### src/rtl/tribus_arbiter_if.sv
// Bus-ownership interface between the tri-state arbiter and its requesters.
//   req      : per-requester bus request, level-held (requesters -> arbiter)
//   grant    : one-hot registered grant, all zero when the bus is not owned
//   en_n     : active-low buffer enables, always ~grant (1 = driver high-Z)
//   owner    : index of the current or most recent owner
//   bus_busy : high while a grant is active or a turnaround is in progress
// Modports: master = arbiter side, slave = requester side.
interface tribus_arbiter_if #(
  parameter int unsigned N_REQ = 4
) ();
  localparam int unsigned OW = (N_REQ > 2) ? $clog2(N_REQ) : 1;

  logic [N_REQ-1:0] req;
  logic [N_REQ-1:0] grant;
  logic [N_REQ-1:0] en_n;
  logic [OW-1:0]    owner;
  logic             bus_busy;

  modport master (
    input  req,
    output grant,
    output en_n,
    output owner,
    output bus_busy
  );

  modport slave (
    output req,
    input  grant,
    input  en_n,
    input  owner,
    input  bus_busy
  );
endinterface

### src/rtl/tribus_arbiter.sv
// Round-robin arbiter sharing one tri-state bus between N_REQ bufif0 drivers.
// At most one driver is enabled at a time, every hand-over passes through
// TURNAROUND dead cycles with all drivers high-Z, and a tenure is cut after
// MAX_HOLD cycles when another requester is waiting.
// Ports:
//   clk : clock, rising edge
//   rst : asynchronous, active-high reset
//   arb : tribus_arbiter_if.master (req in; grant, en_n, owner, bus_busy out)
module tribus_arbiter #(
  parameter int unsigned N_REQ      = 4,
  parameter int unsigned TURNAROUND = 1,
  parameter int unsigned MAX_HOLD   = 8
) (
  input logic               clk,
  input logic               rst,
  tribus_arbiter_if.master  arb
);
  localparam int unsigned OW = (N_REQ > 2) ? $clog2(N_REQ) : 1;
  localparam int unsigned HW = 8;
  localparam int unsigned TW = 2;

  typedef enum logic [1:0] {StIdle, StGrant, StTurn} state_e;

  state_e           r_state, w_state_d;
  logic [N_REQ-1:0] r_grant, w_grant_d;
  logic [N_REQ-1:0] r_en_n;
  logic [OW-1:0]    r_owner, w_owner_d;
  logic [OW-1:0]    r_last, w_last_d;
  logic [HW-1:0]    r_hold, w_hold_d;
  logic [TW-1:0]    r_turn, w_turn_d;
  logic             r_busy;

  logic             w_pick_valid;
  logic [OW-1:0]    w_pick;
  logic [OW-1:0]    w_sel;
  int unsigned      w_idx;
  logic             w_owner_req;
  logic             w_others;

  // Round-robin pick: first set req scanning upward from last+1, wrapping.
  // The previous owner is scanned last, so a forced-out owner only wins
  // again when nobody else is asking.
  always_comb begin
    w_pick_valid = 1'b0;
    w_pick       = '0;
    w_idx        = 0;
    w_sel        = '0;
    for (int unsigned k = 1; k <= N_REQ; k++) begin
      w_idx = 32'(r_last) + k;
      if (w_idx >= N_REQ) w_idx = w_idx - N_REQ;
      w_sel = OW'(w_idx);
      if (!w_pick_valid && arb.req[w_sel]) begin
        w_pick_valid = 1'b1;
        w_pick       = w_sel;
      end
    end
  end

  // In StGrant r_grant is the one-hot owner mask.
  assign w_owner_req = |(arb.req & r_grant);
  assign w_others    = |(arb.req & ~r_grant);

  always_comb begin
    w_state_d = r_state;
    w_grant_d = r_grant;
    w_owner_d = r_owner;
    w_last_d  = r_last;
    w_hold_d  = r_hold;
    w_turn_d  = r_turn;
    unique case (r_state)
      StIdle: begin
        if (w_pick_valid) begin
          w_state_d = StGrant;
          w_grant_d = N_REQ'(1) << w_pick;
          w_owner_d = w_pick;
          w_last_d  = w_pick;
          w_hold_d  = '0;
        end
      end
      StGrant: begin
        if (!w_owner_req || (r_hold == HW'(MAX_HOLD - 1) && w_others)) begin
          w_state_d = StTurn;
          w_grant_d = '0;
          w_turn_d  = '0;
        end else if (r_hold != HW'(MAX_HOLD - 1)) begin
          w_hold_d = r_hold + HW'(1);
        end
      end
      StTurn: begin
        if (r_turn == TW'(TURNAROUND - 1)) begin
          if (w_pick_valid) begin
            w_state_d = StGrant;
            w_grant_d = N_REQ'(1) << w_pick;
            w_owner_d = w_pick;
            w_last_d  = w_pick;
            w_hold_d  = '0;
          end else begin
            w_state_d = StIdle;
          end
        end else begin
          w_turn_d = r_turn + TW'(1);
        end
      end
      default: begin
        w_state_d = StIdle;
        w_grant_d = '0;
      end
    endcase
  end

  // Enables are registered from the same next-state as grant so en_n never
  // glitches and is always the exact complement of grant.
  always_ff @(posedge clk or posedge rst) begin
    if (rst) begin
      r_state <= StIdle;
      r_grant <= '0;
      r_en_n  <= '1;
      r_owner <= '0;
      r_last  <= OW'(N_REQ - 1);
      r_hold  <= '0;
      r_turn  <= '0;
      r_busy  <= 1'b0;
    end else begin
      r_state <= w_state_d;
      r_grant <= w_grant_d;
      r_en_n  <= ~w_grant_d;
      r_owner <= w_owner_d;
      r_last  <= w_last_d;
      r_hold  <= w_hold_d;
      r_turn  <= w_turn_d;
      r_busy  <= (w_state_d != StIdle);
    end
  end

  assign arb.grant    = r_grant;
  assign arb.en_n     = r_en_n;
  assign arb.owner    = r_owner;
  assign arb.bus_busy = r_busy;
endmodule

### src/flat_wrapper.sv
// flat-port wrapper written by rule: the top's interface ports become plain ports
module tribus_arbiter_flat 
#(
  parameter int unsigned N_REQ      = 4,
  parameter int unsigned TURNAROUND = 1,
  parameter int unsigned MAX_HOLD   = 8
)
  (clk, rst, arb_req, arb_grant, arb_en_n, arb_owner, arb_bus_busy);
  tribus_arbiter_if #(.N_REQ(N_REQ)) arb_i ();
  input logic clk;
  input logic rst;
  input wire logic [$bits(arb_i.req)-1:0] arb_req;
  output wire logic [$bits(arb_i.grant)-1:0] arb_grant;
  output wire logic [$bits(arb_i.en_n)-1:0] arb_en_n;
  output wire logic [$bits(arb_i.owner)-1:0] arb_owner;
  output wire logic [$bits(arb_i.bus_busy)-1:0] arb_bus_busy;
  assign arb_i.req = arb_req;
  assign arb_grant = arb_i.grant;
  assign arb_en_n = arb_i.en_n;
  assign arb_owner = arb_i.owner;
  assign arb_bus_busy = arb_i.bus_busy;
  tribus_arbiter #(.N_REQ(N_REQ), .TURNAROUND(TURNAROUND), .MAX_HOLD(MAX_HOLD)) u_core (.clk(clk), .rst(rst), .arb(arb_i));
endmodule
### config.mk
export PLATFORM = sky130hd
export DESIGN_NAME = tribus_arbiter_flat
export DESIGN_NICKNAME = d
export VERILOG_FILES = /design/src/rtl/tribus_arbiter_if.sv /design/src/rtl/tribus_arbiter.sv /design/src/flat_wrapper.sv
export SDC_FILE = /design/constraint.sdc
export NUM_CORES = 1
export LEC_CHECK = 0
export CORE_UTILIZATION = 30
export DETAILED_ROUTE_END_ITERATION = 10
export REMOVE_ABC_BUFFERS = 1
export SETUP_SLACK_MARGIN = 0.5
export SLEW_MARGIN = 0
export SYNTH_ARGS = -nofsm -noshare
export SYNTH_HDL_FRONTEND = slang
export SYNTH_SLANG_ARGS = --single-unit
### constraint.sdc
create_clock -name clk -period 6.38 [get_ports clk]
set_clock_uncertainty 0.2 [all_clocks]
set_input_delay 0.957 -clock clk [delete_from_list [all_inputs] [get_ports clk]]
set_output_delay 0.957 -clock clk [all_outputs]
set_load 0.005 [all_outputs]
### Clock wiring as the flow saved it

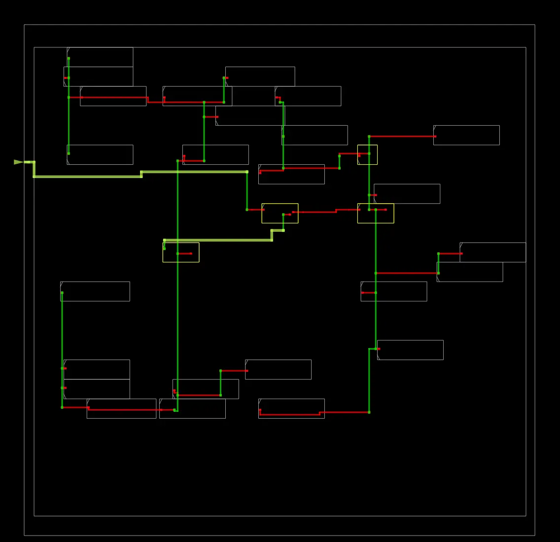
Inserted Clock Buffers: 3
count of flip-flops and latches: 25

### Clock wires, drivers and flops

The bar under the picture is 20 um long.
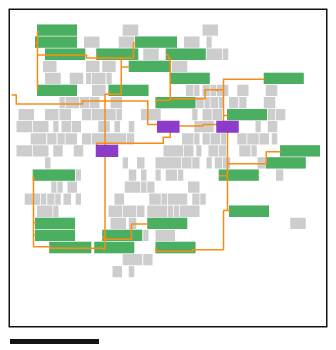
Purple is clock-net drivers, count 3. Orange is clock wires, length 326 um. Green is flip-flops, count 25.
There are 4 routed clock nets. Position of the flops: spread over the die.
power consumed by the clock network: 96.8 uW
insertion delay to the later sink of the worst-skew pair: 0.27 ns
clock power share: 15.7%

### PDN straps and rails

Pins as bars on the die edge. Tap cells in grey.
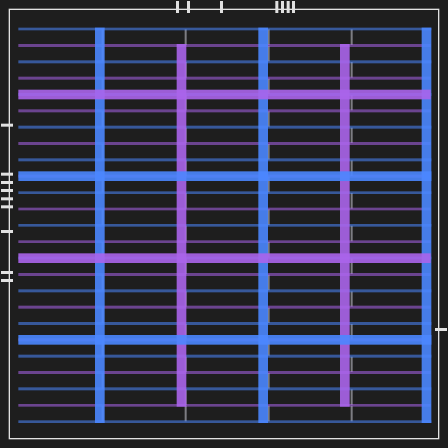
Blue is VSS. Purple is VDD.
52 tap cells. 17 signal pins sit on the boundary.
die width: 71.2 um
worst vdd rail ir drop: 0.136 mV

==> notes.md <==
Status of the implementation.

- The largest cell class by area is combinational gates, for reference.
- The main logic family after synthesis is AND-OR/OR-AND gates, for reference.
- Measured against its own limit, the worst slew margin works out to 36.2%.
- The CTS H-tree depth is 1, for reference.
- The per-instance average area after synthesis is 9.44 um2, for reference.
- The endpoint of the most critical register-to-register path is u_core.r_hold[5], for reference.
- The sequential element share of the synthesized area is 44.1%, for reference.
- Synthesis produced 152 cells.
- The multiplexer area fraction after synthesis is 0.697%, for reference.
- The fraction of the mapped netlist area in compound gates is 23.1%, for reference.
- The library cell with the highest instance count after synthesis is sky130_fd_sc_hd__dfrtp_1, for reference.
- The run finished with clean final reports.
- The area of the placeable core is 4470 um2, for reference.
- The critical path endpoint category is a flip-flop, for reference.
- The deepest clock path buffer count is 2, for reference.
- The combinational gate area is 748 um2, for reference.
- From the final report, the count of setup violators was given as 0.
- The transition time recorded at the tightest slew-check pin is 0.956 ns.
- The maximum number of pins on one net before global-route repair is 26, for reference.
- In this run, synthesis inferred 0 flip-flops with an integrated enable.
- Sequential cells make up 37.2% of the cell area.
- The routed layout has 1228 vias.
- The class of the most critical setup path is input port to flip-flop, for reference.
- The post-placement cell count is 218, for reference.
- The fraction of synthesized cell area in xor and xnor cells is 0%, for reference.
- The routed design could run at a clock period as short as 3.02 ns.
- The multi-input combinational gate total is 113, for reference.
- The number of global-route vias before repair is 1233, for reference.
- The mapped netlist covers 1440 um2.
- The chip area is 5060 um2, for reference.
- The detailed router reported a total wirelength of 3120 um.
- Per the synthesis report, the dominant area consumer among library cells is sky130_fd_sc_hd__dfrtp_1.
- The final core utilization is 38.0%, for reference.
- Along the worst path, the maximum fanout reaches 11.
- Per the synth stats, the proportion of register bits with asynchronous set or reset is 100%.
- The number of non-clock buffers in the layout is 16, for reference.
- After synthesis, the cell types taking the most area are sky130_fd_sc_hd__dfrtp_1 (33%), sky130_fd_sc_hd__dfstp_2 (11%), sky130_fd_sc_hd__ha_1 (5.2%).
- The final layout report lists a clock buffer count of 3.
- The final max-slew violation count recorded for this run is 0.
- The I/O pin count is 17, for reference.
- The share of the synthesized area in the top cell type is 33.1%, for reference.
- Detailed-route iteration 0 reported a violation count of 54.
- Traced cell by cell, the critical path runs through clkdlybuf4s50_1, nor4_4, nor3_4, o211ai_1, or4_1, a21oi_1.
- After clock tree synthesis, the repair step resized 0 gates.
- For the final routed database, the setup TNS stands at 0 ns.
- The path class of the tightest hold or removal check is flip-flop to flip-flop.
- For this design the ratio of total power to cell area is 364 nW/um2.
- Summed over all routing layers, the global router reports a total usage of 13.7%.
- Leaving out filler cells and counting taps, the final layout contains 222.
- The register-to-register setup slack is 3.89 ns, for reference.
- The terminating pin of the worst hold path is u_core.arb.owner[1], for reference.
- After the last flow step, the layout net total stands at 183.
- The DRC violation count after routing is 0, for reference.
- The final antenna diode tally reported by the flow is 0.
- Non-clock inverters in the final layout number 12.
- The filler cell count is 441, for reference.
- For this run, the detailed router reports a per-instance via density of 5.53.
- The commonest register cell is sky130_fd_sc_hd__dfrtp_1.
- The tap cell instance count is 52, for reference.
- The iteration count recorded for the first detailed-route pass is 4.
- Clock cells make up 2.87% of the layout cell area.
- The data arrival time of the critical path is 3.02 ns, for reference.
- According to the timing report, the critical path is launched from arb_req[3].
- Based on the critical path, the design can be clocked at up to 332 MHz.
- The kind of launch point of the worst setup path is an input port, for reference.
## cells in the final DEF, fill, tap and decap left out, drive strengths merged, types with 2 or more instances in the layout
cell and count:
dfrtp 19, clkdlybuf4s50 16, nor2 14, nand2 14
inv 12, o21ai 11, a21oi 8, nor2b 7
ha 6, dfstp 6, nand2b 3, nand4 3
nand3 3, or3 3, a32oi 3, clkbuf 3
o211ai 3, a22oi 2, and2 2, o31ai 2
or4 2, a21o 2, o2bb2ai 2, a32o 2
and3 2, nor4 2, nor3 2, a31oi 2
## kinds of logic after synthesis
family,after synthesis
AOI/OAI and AO/OA,46
adders and majority gates,6
and+or+nand+nor,60
buffers and inverters,14
muxes,1
DFF,25
## stage by stage
step	worst slack, ns	cell area, um2	power (uW)	hold slack (ns)
final	3.36	1700	619	0.301
after global routing	3.20	1700	673	0.335
after CTS	3.36	1700	626	0.309
after detailed placement	3.08	1650	524	0.281
after global placement	3.18	1650	515	0.277
after floorplan	3.94	1430	421	0.266
## flip-flops by register name, summed over array words and instances (netlist names)
| register | cells |
|---|---|
| u_core.r_hold | 8 |
| u_core.arb.en_n | 4 |
| u_core.arb.grant | 4 |
| u_core.arb.owner | 2 |
| u_core.r_last | 2 |
| u_core.r_state | 2 |
| u_core.r_turn | 2 |
| u_core.arb.bus_busy | 1 |
## critical path: cells and delay by family
kind,cells,cell delay (ns)
AND/OR/NAND/NOR,3,0.94
buffers and inverters,1,0.66
AND-OR/OR-AND,2,0.46
## metal layers
| layer | part of all wire (%) | track usage [%] |
|---|---|---|
| met5 | 0 | 0 |
| met1 | 46 | 17.5 |
| met2 | 49 | 22.4 |
| met3 | 3.7 | 3.99 |
| met4 | 1.2 | 3.78 |
## power by group
group	internal, uW	switching, uW
clock network	44.3	52.5
registers	208	31.9
logic	125	156
total	378	241
Power figures rest on the tool's default switching activity, not on a simulated workload.
